run_1/clock_map.png
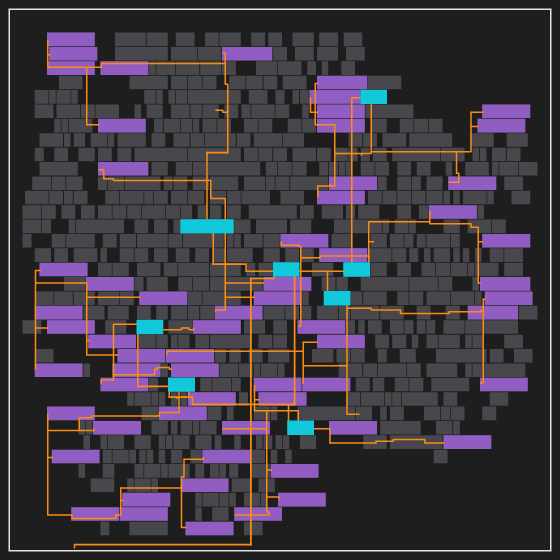
run_1/registers.png
Other sequential cells in the stronger grey, the rest of the logic in the fainter grey.
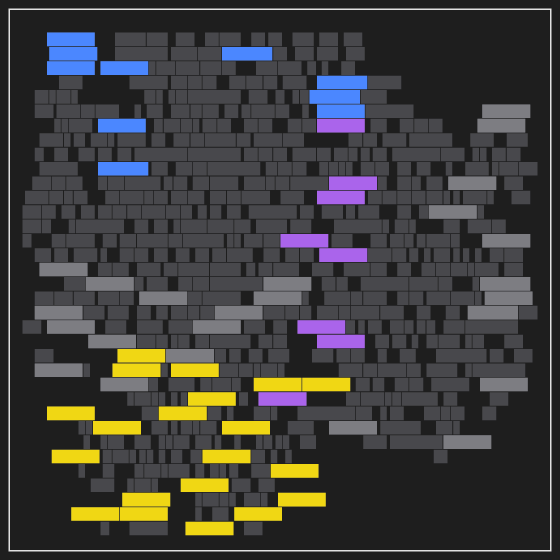
run_1/final_congestion.png
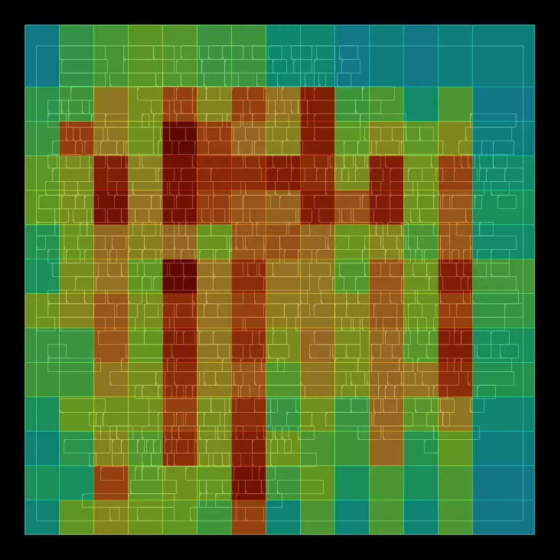
run_1/port_nets.png
The bar under the picture is 20 um long.
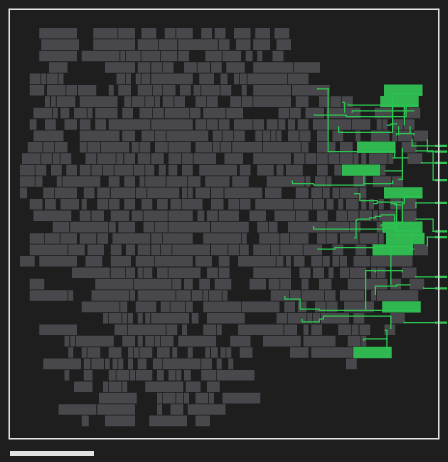
<file path="config.mk">
export PLATFORM = sky130hd
export DESIGN_NAME = mouse_tracker
export DESIGN_NICKNAME = d
export VERILOG_FILES = /design/src/rtl/mouse_pkg.sv /design/src/rtl/mouse_axis_clamp.sv /design/src/rtl/mouse_tracker.sv
export SDC_FILE = /design/constraint.sdc
export NUM_CORES = 1
export LEC_CHECK = 0
export ABC_CLOCK_PERIOD_IN_PS = 2100
export CAP_MARGIN = 25
export CORE_MARGIN = 2
export CORE_UTILIZATION = 43
export CTS_CLUSTER_DIAMETER = 100
export DETAILED_ROUTE_END_ITERATION = 8
export PLACE_DENSITY = 0.75
export SYNTH_ARGS = -nofsm -noshare
export SYNTH_HDL_FRONTEND = slang
export SYNTH_SLANG_ARGS = --single-unit
</file>
<file path="constraint.sdc">
create_clock -name clk -period 2.1 [get_ports clk]
set_input_delay 0.42 -clock clk [delete_from_list [all_inputs] [get_ports clk]]
set_output_delay 0.42 -clock clk [all_outputs]
set_load 0.01 [all_outputs]
</file>
<file path="src/rtl/mouse_pkg.sv">
// rtl/mouse_pkg.sv - shared constants and FSM encoding for the PS/2 mouse tracker
package mouse_pkg;

  // Default screen geometry and power-on cursor position
  localparam int H_MAX_DEF  = 640;
  localparam int V_MAX_DEF  = 480;
  localparam int INIT_X_DEF = 320;
  localparam int INIT_Y_DEF = 240;

  // Cursor coordinate width, PS/2 movement delta width, signed arithmetic width
  localparam int POS_W   = 10;
  localparam int DELTA_W = 9;
  localparam int CALC_W  = 12;

  // Which byte of the 3-byte PS/2 movement packet is expected next
  typedef enum logic [1:0] {
    WAIT_B0 = 2'd0,
    WAIT_B1 = 2'd1,
    WAIT_B2 = 2'd2
  } state_t;

endpackage

</file>
<file path="src/rtl/mouse_axis_clamp.sv">
// rtl/mouse_axis_clamp.sv - adds a signed delta to one cursor axis and saturates to 0..max-1
module mouse_axis_clamp
  import mouse_pkg::*;
(
  input  logic        [POS_W-1:0]   i_pos,
  input  logic signed [DELTA_W:0]   i_delta,
  input  logic        [POS_W-1:0]   i_max,
  output logic        [POS_W-1:0]   o_pos
);

  logic signed [CALC_W-1:0] w_sum;
  logic signed [CALC_W-1:0] w_lim;

  // Delta carries one extra bit so that a negated -256 (Y axis) still fits
  assign w_sum = $signed({{(CALC_W-POS_W){1'b0}}, i_pos})
               + $signed({{(CALC_W-DELTA_W-1){i_delta[DELTA_W]}}, i_delta});
  assign w_lim = $signed({{(CALC_W-POS_W){1'b0}}, i_max}) - $signed(CALC_W'(1));

  // Saturate instead of wrapping so the cursor sticks at the screen edges
  always_comb begin
    o_pos = w_sum[POS_W-1:0];
    if (w_sum < 0) begin
      o_pos = '0;
    end else if (w_sum > w_lim) begin
      o_pos = w_lim[POS_W-1:0];
    end
  end

endmodule

</file>
<file path="src/rtl/mouse_tracker.sv">
// rtl/mouse_tracker.sv - assembles PS/2 mouse packets into a clamped absolute cursor position
module mouse_tracker
  import mouse_pkg::*;
#(
  parameter int H_MAX   = H_MAX_DEF,
  parameter int V_MAX   = V_MAX_DEF,
  parameter int INIT_X  = INIT_X_DEF,
  parameter int INIT_Y  = INIT_Y_DEF,
  parameter int TIMEOUT = 1_000_000
) (
  input  logic             clk,
  input  logic             reset,
  input  logic [7:0]       rx_data,
  input  logic             rx_done,
  output logic [POS_W-1:0] mouse_x,
  output logic [POS_W-1:0] mouse_y,
  output logic [2:0]       btn,
  output logic             pkt_valid,
  output logic             sync_err
);

  localparam int IDLE_W = $clog2(TIMEOUT + 1);

  state_t              r_state;
  state_t              w_state_nxt;
  logic [7:0]          r_b0;
  logic [7:0]          r_b1;
  logic [IDLE_W-1:0]   r_idle;
  logic [POS_W-1:0]    r_mouse_x;
  logic [POS_W-1:0]    r_mouse_y;
  logic [2:0]          r_btn;
  logic                r_pkt_valid;
  logic                r_sync_err;

  logic                w_latch_b0;
  logic                w_latch_b1;
  logic                w_commit;
  logic                w_reject;
  logic                w_idle_hit;
  logic [DELTA_W-1:0]  w_dx;
  logic [DELTA_W-1:0]  w_dy;
  logic [DELTA_W:0]    w_dx_ext;
  logic [DELTA_W:0]    w_dy_neg;
  logic [POS_W-1:0]    w_new_x;
  logic [POS_W-1:0]    w_new_y;
  logic                w_unused;

  // Byte 0 bit 3 is only the always-one sync marker, checked straight off rx_data
  assign w_unused   = r_b0[3];
  assign w_idle_hit = (r_idle == IDLE_W'(TIMEOUT - 1));

  // Byte 2 is consumed directly from rx_data on its strobe; it is never stored
  assign w_dx     = {r_b0[4], r_b1};
  assign w_dy     = {r_b0[5], rx_data};
  assign w_dx_ext = {w_dx[DELTA_W-1], w_dx};
  assign w_dy_neg = -{w_dy[DELTA_W-1], w_dy};

  mouse_axis_clamp u_clamp_x (
    .i_pos   (r_mouse_x),
    .i_delta (w_dx_ext),
    .i_max   (POS_W'(H_MAX)),
    .o_pos   (w_new_x)
  );

  // PS/2 reports up as positive, screen rows grow downward
  mouse_axis_clamp u_clamp_y (
    .i_pos   (r_mouse_y),
    .i_delta (w_dy_neg),
    .i_max   (POS_W'(V_MAX)),
    .o_pos   (w_new_y)
  );

  // Packet state register
  always_ff @(posedge clk or negedge reset) begin
    if (!reset) r_state <= WAIT_B0;
    else        r_state <= w_state_nxt;
  end

  // Next-state and per-cycle strobes; a byte strobe always beats the idle timeout
  always_comb begin
    w_state_nxt = r_state;
    w_latch_b0  = 1'b0;
    w_latch_b1  = 1'b0;
    w_commit    = 1'b0;
    w_reject    = 1'b0;
    case (r_state)
      WAIT_B0: begin
        if (rx_done) begin
          if (rx_data[3]) begin
            w_latch_b0  = 1'b1;
            w_state_nxt = WAIT_B1;
          end else begin
            w_reject = 1'b1;
          end
        end
      end
      WAIT_B1: begin
        if (rx_done) begin
          w_latch_b1  = 1'b1;
          w_state_nxt = WAIT_B2;
        end else if (w_idle_hit) begin
          w_state_nxt = WAIT_B0;
        end
      end
      WAIT_B2: begin
        if (rx_done) begin
          w_commit    = 1'b1;
          w_state_nxt = WAIT_B0;
        end else if (w_idle_hit) begin
          w_state_nxt = WAIT_B0;
        end
      end
      default: w_state_nxt = WAIT_B0;
    endcase
  end

  // Idle counter: counts gaps mid-packet, cleared by any byte or return to WAIT_B0
  always_ff @(posedge clk or negedge reset) begin
    if (!reset)                                r_idle <= '0;
    else if (rx_done || w_state_nxt == WAIT_B0) r_idle <= '0;
    else                                       r_idle <= r_idle + IDLE_W'(1);
  end

  // Byte latches for the first two bytes of the packet
  always_ff @(posedge clk or negedge reset) begin
    if (!reset) begin
      r_b0 <= '0;
      r_b1 <= '0;
    end else begin
      if (w_latch_b0) r_b0 <= rx_data;
      if (w_latch_b1) r_b1 <= rx_data;
    end
  end

  // Registered outputs; an overflow flag freezes only its own axis
  always_ff @(posedge clk or negedge reset) begin
    if (!reset) begin
      r_mouse_x   <= POS_W'(INIT_X);
      r_mouse_y   <= POS_W'(INIT_Y);
      r_btn       <= '0;
      r_pkt_valid <= 1'b0;
      r_sync_err  <= 1'b0;
    end else begin
      r_pkt_valid <= w_commit & ~r_pkt_valid;
      r_sync_err  <= w_reject & ~r_sync_err;
      if (w_commit) begin
        r_btn <= r_b0[2:0];
        if (!r_b0[6]) r_mouse_x <= w_new_x;
        if (!r_b0[7]) r_mouse_y <= w_new_y;
      end
    end
  end

  assign mouse_x   = r_mouse_x;
  assign mouse_y   = r_mouse_y;
  assign btn       = r_btn;
  assign pkt_valid = r_pkt_valid;
  assign sync_err  = r_sync_err;

endmodule

</file>
==> run summary, run 1 <==
impl run done, here's what came out: Top Layout Cells=buf_4 (108), dfrtp_1 (56), nor2_1 (52), final-report hold violation count=0, clk buf depth=2, tool warning count=34, post-synthesis simple-gate area fraction=around 17%, DR top layer=met4, max_slew headroom=69.2%, Seq pwr share=about a fifth, Final Setup Violations=19, nets=a little under 600, initial antenna violation count=0, First DRT Iteration DRCs=roughly 150, post_cts resized=about 60, top cells, area=dfrtp_1 (34%), ha_1 (8.2%), nor2_1 (5.0%), Seq group=about 1900 uW, CP Buf/Inv Count=3, layout cells sized above 1=43.9%, Tmin final=roughly 2.7 ns, flop share of the area=roughly 26%, R2R setup slack=-0.46 ns, setup bufs post-CTS=12, crit path launch type=input port, cts hold-fix bufs=0, Synth Warn #=0, GRT Residual Overflow=0, Critical Path Start=rx_data[4], Hold WC Path Type=in -> async, library cells used by synthesis=approximately 69, fraction of cell area in non-clock buffers=approximately a fifth, Well-Tap Cells=between 100 and 150, Layout area overhead=47.5%, RSZ-0062 raised after global routing=yes, Init Core Util=approximately 45%, most numerous logic cell after layout=buf_4, Max-cap violations=0, total power draw=10300 uW, RR Endpoint=mouse_y[3]$_DFFE_PN0P_, number of enable flip-flop cells=0, clk root buf=clkbuf_8, PD cells=between 1500 and 2000 mW/mm^2, Routed WL=about 12 mm, cell depth of the worst flop-to-flop path=9, number of clock buffers in the layout=10, NetSw=between 4000 and 5000 uW, H-tree levels=3, top area contributor share=33.9%, clk sinks=just over 60, fraction of area in multi-input gates=a little under half, GRT Total Usage=22.4%, top comb family, area=AND-OR/OR-AND gates, fin crit share=127%, met3 WL=approximately 300 um, final hold slack=0.0103 ns, Via-to-Cell Ratio=around 5.4, Reg-to-Reg Start=mouse_y[0]$_DFFE_PN0P_, first-pass GRT wire length=18.2 mm, Comb gate area=roughly 0.0029 mm^2, Critical Path RT=~2.3 ns, Synth Area in XOR/XNOR=9.73%, Largest register FFs=20, most used routing layer=met2, row count=35, yosys synthesis chip area=slightly above 0.004 mm^2, Worst VDD drop=0.837 mV, Comb power frac=70.7%, number of global-route vias before repair=3762, slowest CP cell=nor4_4, Post-Layout Inst Area=slightly above 0.006 mm^2, FF+latch count, synth=62, mux share=between 4 and 5%, crit-path max cell delay=roughly 0.33 ns, Critical Path AT=approximately 2.9 ns, WL met1=around 5 mm, cell-by-cell trace of the critical path=buf_12 -> nor3_4 -> nand2b_4 -> nor4_4 -> xnor2_2 -> ha_4 -> buf_6 -> buf_6 -> a211oi_1 -> a21oi_1 -> o2111ai_2 -> a41oi_4 -> a311oi_1, Port-buffer cells=35, Internal=about 6000 uW, Clock buf/inv share=3.24%, Biggest register=r_idle, ys async rst share=100%, f_max=between 300 and 400 MHz, main flop type=dfrtp_1, Setup TNS=-6.24 ns, met2 wire length=~5.9 mm, Leakage=0.00266 uW, Repair and plain buffers=roughly 150, Seq/Total Area, Yosys=between 30% and 40%, yosys stat cell total=~400, Final Instance Count excl. Fillers=~690, status=complete, but fails checks, Leading cell kind=combinational gates, Crit Path Category=in -> reg, die width=just over 100 um, Slew @ Worst Pin=between 0.4 and 0.5 ns, placed cell count=654, ANT nets after route=0, Logic power comb=a little over 7000 uW, pre-CTS setup slack=-1.32 ns, GPL Wtd Cong=0.862, failing checks=setup timing, max-slew violations=0, clock-pin slew on the worst setup and hold paths=roughly 0.080 ns, die height=102 um, core area=0.00928 mm^2, Post-synth top cells=dfrtp_1 (56), nor2_1 (55), ha_1 (27), sw frac=around two fifths, post-synthesis cell count=about 400, detailed placement HPWL=around 8 mm, TritonRoute pass-1 iters=4, largest net degree at the start of global routing=~46, Ports=36, crit-path most repeated cell=buf_6, total CTS buffers=9, antenna cells=0, Synth Net Count=approximately 440, Critical Path Stages=13, sequential cells=about 62, Die Area=0.0104 mm^2, Clk power=~1100 uW, AND-OR/OR-AND Cells, Area Fraction=about a fifth, Fillers=720, TritonCTS clock tree=yes, mi-comb count=around 320, FF+latch area=~0.0016 mm^2, Via Count=3725, worst-path maximum fanout=5, Residual DRC=0, Placement Cell Area=between 0.005 and 0.006 mm^2, post-route worst setup slack=-0.563 ns, Critical Path Sink Type=flop, cell family with most CP delay=AND-OR/OR-AND gates, Critical Path End=mouse_y[3]$_DFFE_PN0P_, Main power group=combinational cells, share of power burned in the clock network=approximately a tenth, Non-clk invs=13, cell taking the most area after synthesis=dfrtp_1
-- clock_map.png (at the start) --
legend:
  flip-flops:
    colour: purple
    count: 62
  clock wires:
    colour: orange
    length: 993 um
  cells driving clock nets:
    colour: cyan
    count: 9
routed clock nets: 10
clk latency late pin: 0.34 ns
Worst Clk Skew: 0.0111 ns

-- registers.png (at the start) --
legend:
  r_idle:
    colour: yellow
    sequential_cells: 20
  r_b1:
    colour: purple
    sequential_cells: 8
  mouse_y:
    colour: blue
    sequential_cells: 10

-- final_congestion.png (at the start) --
WL/cell: 16.9 um
met1 Use GR: 29.0%
GR Layer Usage met2: 36.6%
met3 usage: 4.04%
final core occ: 65.7%

-- port_nets.png (at the start) --
legend:
  mouse_x:
    colour: green
    bits: 10
    direction: output
    edge: right
    end_cells: 10
    buffers: 18
    wire: 487 um

## Run 2: what changed since run 1
Settings changed: CORE_UTILIZATION 43 to 50, PLACE_DENSITY 0.75 to 0.82, SYNTH_HIERARCHICAL from default to 1.
run_2/clock_map.png
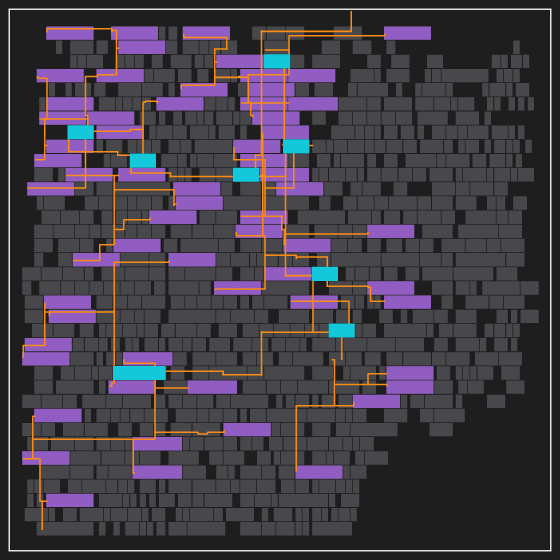
legend:
  flip-flops:
    colour: purple
    count: 62
  clock wires:
    colour: orange
    length: 879 um
  cells driving clock nets:
    colour: cyan
    count: 9
routed clock nets: 10

==> run 2 against run 1 <==
Against the previous run: clock power increased by about 10%; via count is 40% higher; global-route usage rose by 5.5 points; highest routed layer unchanged; synthesized cell count grew 30%; largest cell class unchanged; combinational power grew 42%; hold slack improved by 0.024 ns; the run still ends with setup timing left; maximum frequency decreased by 40%; design area rose by 24%; area after synthesis is 20% higher; final cell count increased by 29%; utilization grew 12 points; die size is 3.2% higher.
==> run summary, run 2 <==
impl run done, here's what came out: met3 usage=5.10% (+1.1 points), Clock buf/inv share=3.05% (-0.19 points), GPL Wtd Cong=0.941 (+9.2%), CP Buf/Inv Count=5 (+2), clk latency late pin=0.35 ns (about the same), yosys stat cell total=518 (+30%), clk root buf=clkbuf_8, clk sinks=62 (unchanged), detailed placement HPWL=10.7 mm (+35%), Clk power=1240 uW (+10%), f_max=223 MHz (-40%), most numerous logic cell after layout=buf_4, RSZ-0062 raised after global routing=yes, Largest register FFs=20 (unchanged), initial antenna violation count=0 (unchanged), tool warning count=31 (-8.8%), Critical Path End=mouse_y[5]$_DFFE_PN1P_, Init Core Util=51.1% (+6.5 points), crit path launch type=input port, sw frac=45.2% (+3.4 points), DR top layer=met4, post-route worst setup slack=-2.37 ns (-1.81 ns), mux share=8.15% (+3.8 points), Ports=36 (unchanged), number of enable flip-flop cells=0 (unchanged), Worst VDD drop=1.18 mV (+41%), largest net degree at the start of global routing=34 (-26%), Non-clk invs=27 (+14), Biggest register=r_idle, crit-path most repeated cell=buf_4, Reg-to-Reg Start=mouse_y[0]$_DFFE_PN0P_, Worst Clk Skew=0.00735 ns (-0.00371 ns), final-report hold violation count=0 (unchanged), Top Layout Cells=buf_4 (120), conb_1 (62), dfrtp_1 (56), FF+latch count, synth=62 (unchanged), WL/cell=19.3 um (+14%), Placement Cell Area=0.00683 mm^2 (+26%), cell family with most CP delay=simple AND/OR/NAND/NOR gates, pre-CTS setup slack=-2.78 ns (-1.46 ns), final core occ=77.9% (+12 points), Post-Layout Inst Area=0.00758 mm^2 (+24%), FF+latch area=0.00156 mm^2 (unchanged), crit-path max cell delay=0.54 ns (+0.21 ns), Critical Path AT=4.77 ns (+1.90 ns), Leading cell kind=combinational gates, Repair and plain buffers=166 (+9.9%), max_slew headroom=61.7% (-7.5 points), sequential cells=62 (unchanged), placed cell count=852 (+30%), Main power group=combinational cells, yosys synthesis chip area=0.00497 mm^2 (+20%), Internal=7340 uW (+23%), met2 wire length=8.57 mm (+46%), ys async rst share=100% (unchanged), Routed WL=17.1 mm (+47%), met3 WL=1.09 mm (+270%), Logic power comb=10300 uW (+42%), GRT Residual Overflow=0 (unchanged), fin crit share=213% (+86 points), flop share of the area=20.6% (-5.0 points), Port-buffer cells=35 (unchanged), Setup TNS=-37.20 ns (-30.96 ns), die height=104 um (+1.6%), Critical Path Stages=20 (+7), NetSw=6060 uW (+41%), nets=812 (+36%), ANT nets after route=0 (unchanged), Seq pwr share=13.6% (-5.0 points), Leakage=0.00335 uW (+26%), fraction of cell area in non-clock buffers=18.5% (-2.3 points), R2R setup slack=-1.95 ns (-1.49 ns), GRT Total Usage=28.0% (+5.5 points), Well-Tap Cells=133 (+3.1%), top comb family, area=simple AND/OR/NAND/NOR gates, met1 Use GR=33.2% (+4.2 points), AND-OR/OR-AND Cells, Area Fraction=14.1% (-6.1 points), Final Instance Count excl. Fillers=887 (+29%), Hold WC Path Type=in -> async, status=complete, but fails checks, Synth Warn #=6 (+6), clk buf depth=2 (unchanged), first-pass GRT wire length=24.6 mm (+35%), synthesized cell area=between 0.004 and 0.005 mm^2, TritonCTS clock tree=yes, Seq group=1830 uW (-4%), Via-to-Cell Ratio=5.89 (+9.0%), Critical Path RT=2.40 ns (+0.09 ns), Synth Area in XOR/XNOR=8.98% (-0.75 points), Residual DRC=0 (unchanged), Crit Path Category=in -> reg, core area=0.00973 mm^2 (+4.8%), number of clock buffers in the layout=10 (unchanged), H-tree levels=3 (unchanged), top cells, area=dfrtp_1 (28%), ha_1 (13%), mux2_2 (8.2%), failing checks=setup timing, library cells used by synthesis=60 (-13%), Comb gate area=0.00412 mm^2 (+44%), final hold slack=0.0348 ns (+0.0245 ns), share of power burned in the clock network=9.3% (-1.3 points), Comb power frac=77.1% (+6.4 points), max-slew violations=0 (unchanged), most used routing layer=met2, row count=36 (+2.9%), number of global-route vias before repair=5091 (+35%), cts hold-fix bufs=0 (unchanged), main flop type=dfrtp_1, antenna cells=0 (unchanged), cell-by-cell trace of the critical path=buf_6 -> or4_4 -> or3_4 -> nor3_4 -> buf_4 -> buf_4 -> nor2_1 -> ha_1 -> a21oi_1 -> o21ai_1 -> nor3_4 -> inv_2 -> ha_4 -> nand4_4 -> or3_4 -> o311ai_4 -> nand2_2 -> buf_4 -> a211oi_1 -> mux2_2, Tmin final=4.47 ns (+1.81 ns), post_cts resized=39 (-35%), post-synthesis cell count=518 (+30%), Fillers=592 (-18%), Seq/Total Area, Yosys=31.4% (-6.3 points), fraction of area in multi-input gates=54.4% (+7.4 points), Post-synth top cells=dfrtp_1 (56), ha_1 (50), mux2_2 (36), cell depth of the worst flop-to-flop path=18 (+9), GR Layer Usage met2=51.5% (+15 points), top area contributor share=28.2% (-5.7 points), total power draw=13400 uW (+30%), mi-comb count=483 (+52%), Layout area overhead=52.5%, Critical Path Start=rx_data[0], Slew @ Worst Pin=0.569 ns (+0.108 ns), Max-cap violations=0 (unchanged), layout cells sized above 1=38.7% (-5.2 points), First DRT Iteration DRCs=453 (+200%), die width=104 um (+1.6%), total CTS buffers=9 (unchanged), clock-pin slew on the worst setup and hold paths=0.08 ns (about the same), Critical Path Sink Type=flop, slowest CP cell=or4_4, WL met1=6.50 mm (+26%), PD cells=1770 mW/mm^2 (+5.1%), cell taking the most area after synthesis=dfrtp_1, Final Setup Violations=20 (+1), RR Endpoint=mouse_y[5]$_DFFE_PN1P_, post-synthesis simple-gate area fraction=21.3% (+4.5 points)
No activity file was given, so power comes from the tool's default toggle rates.
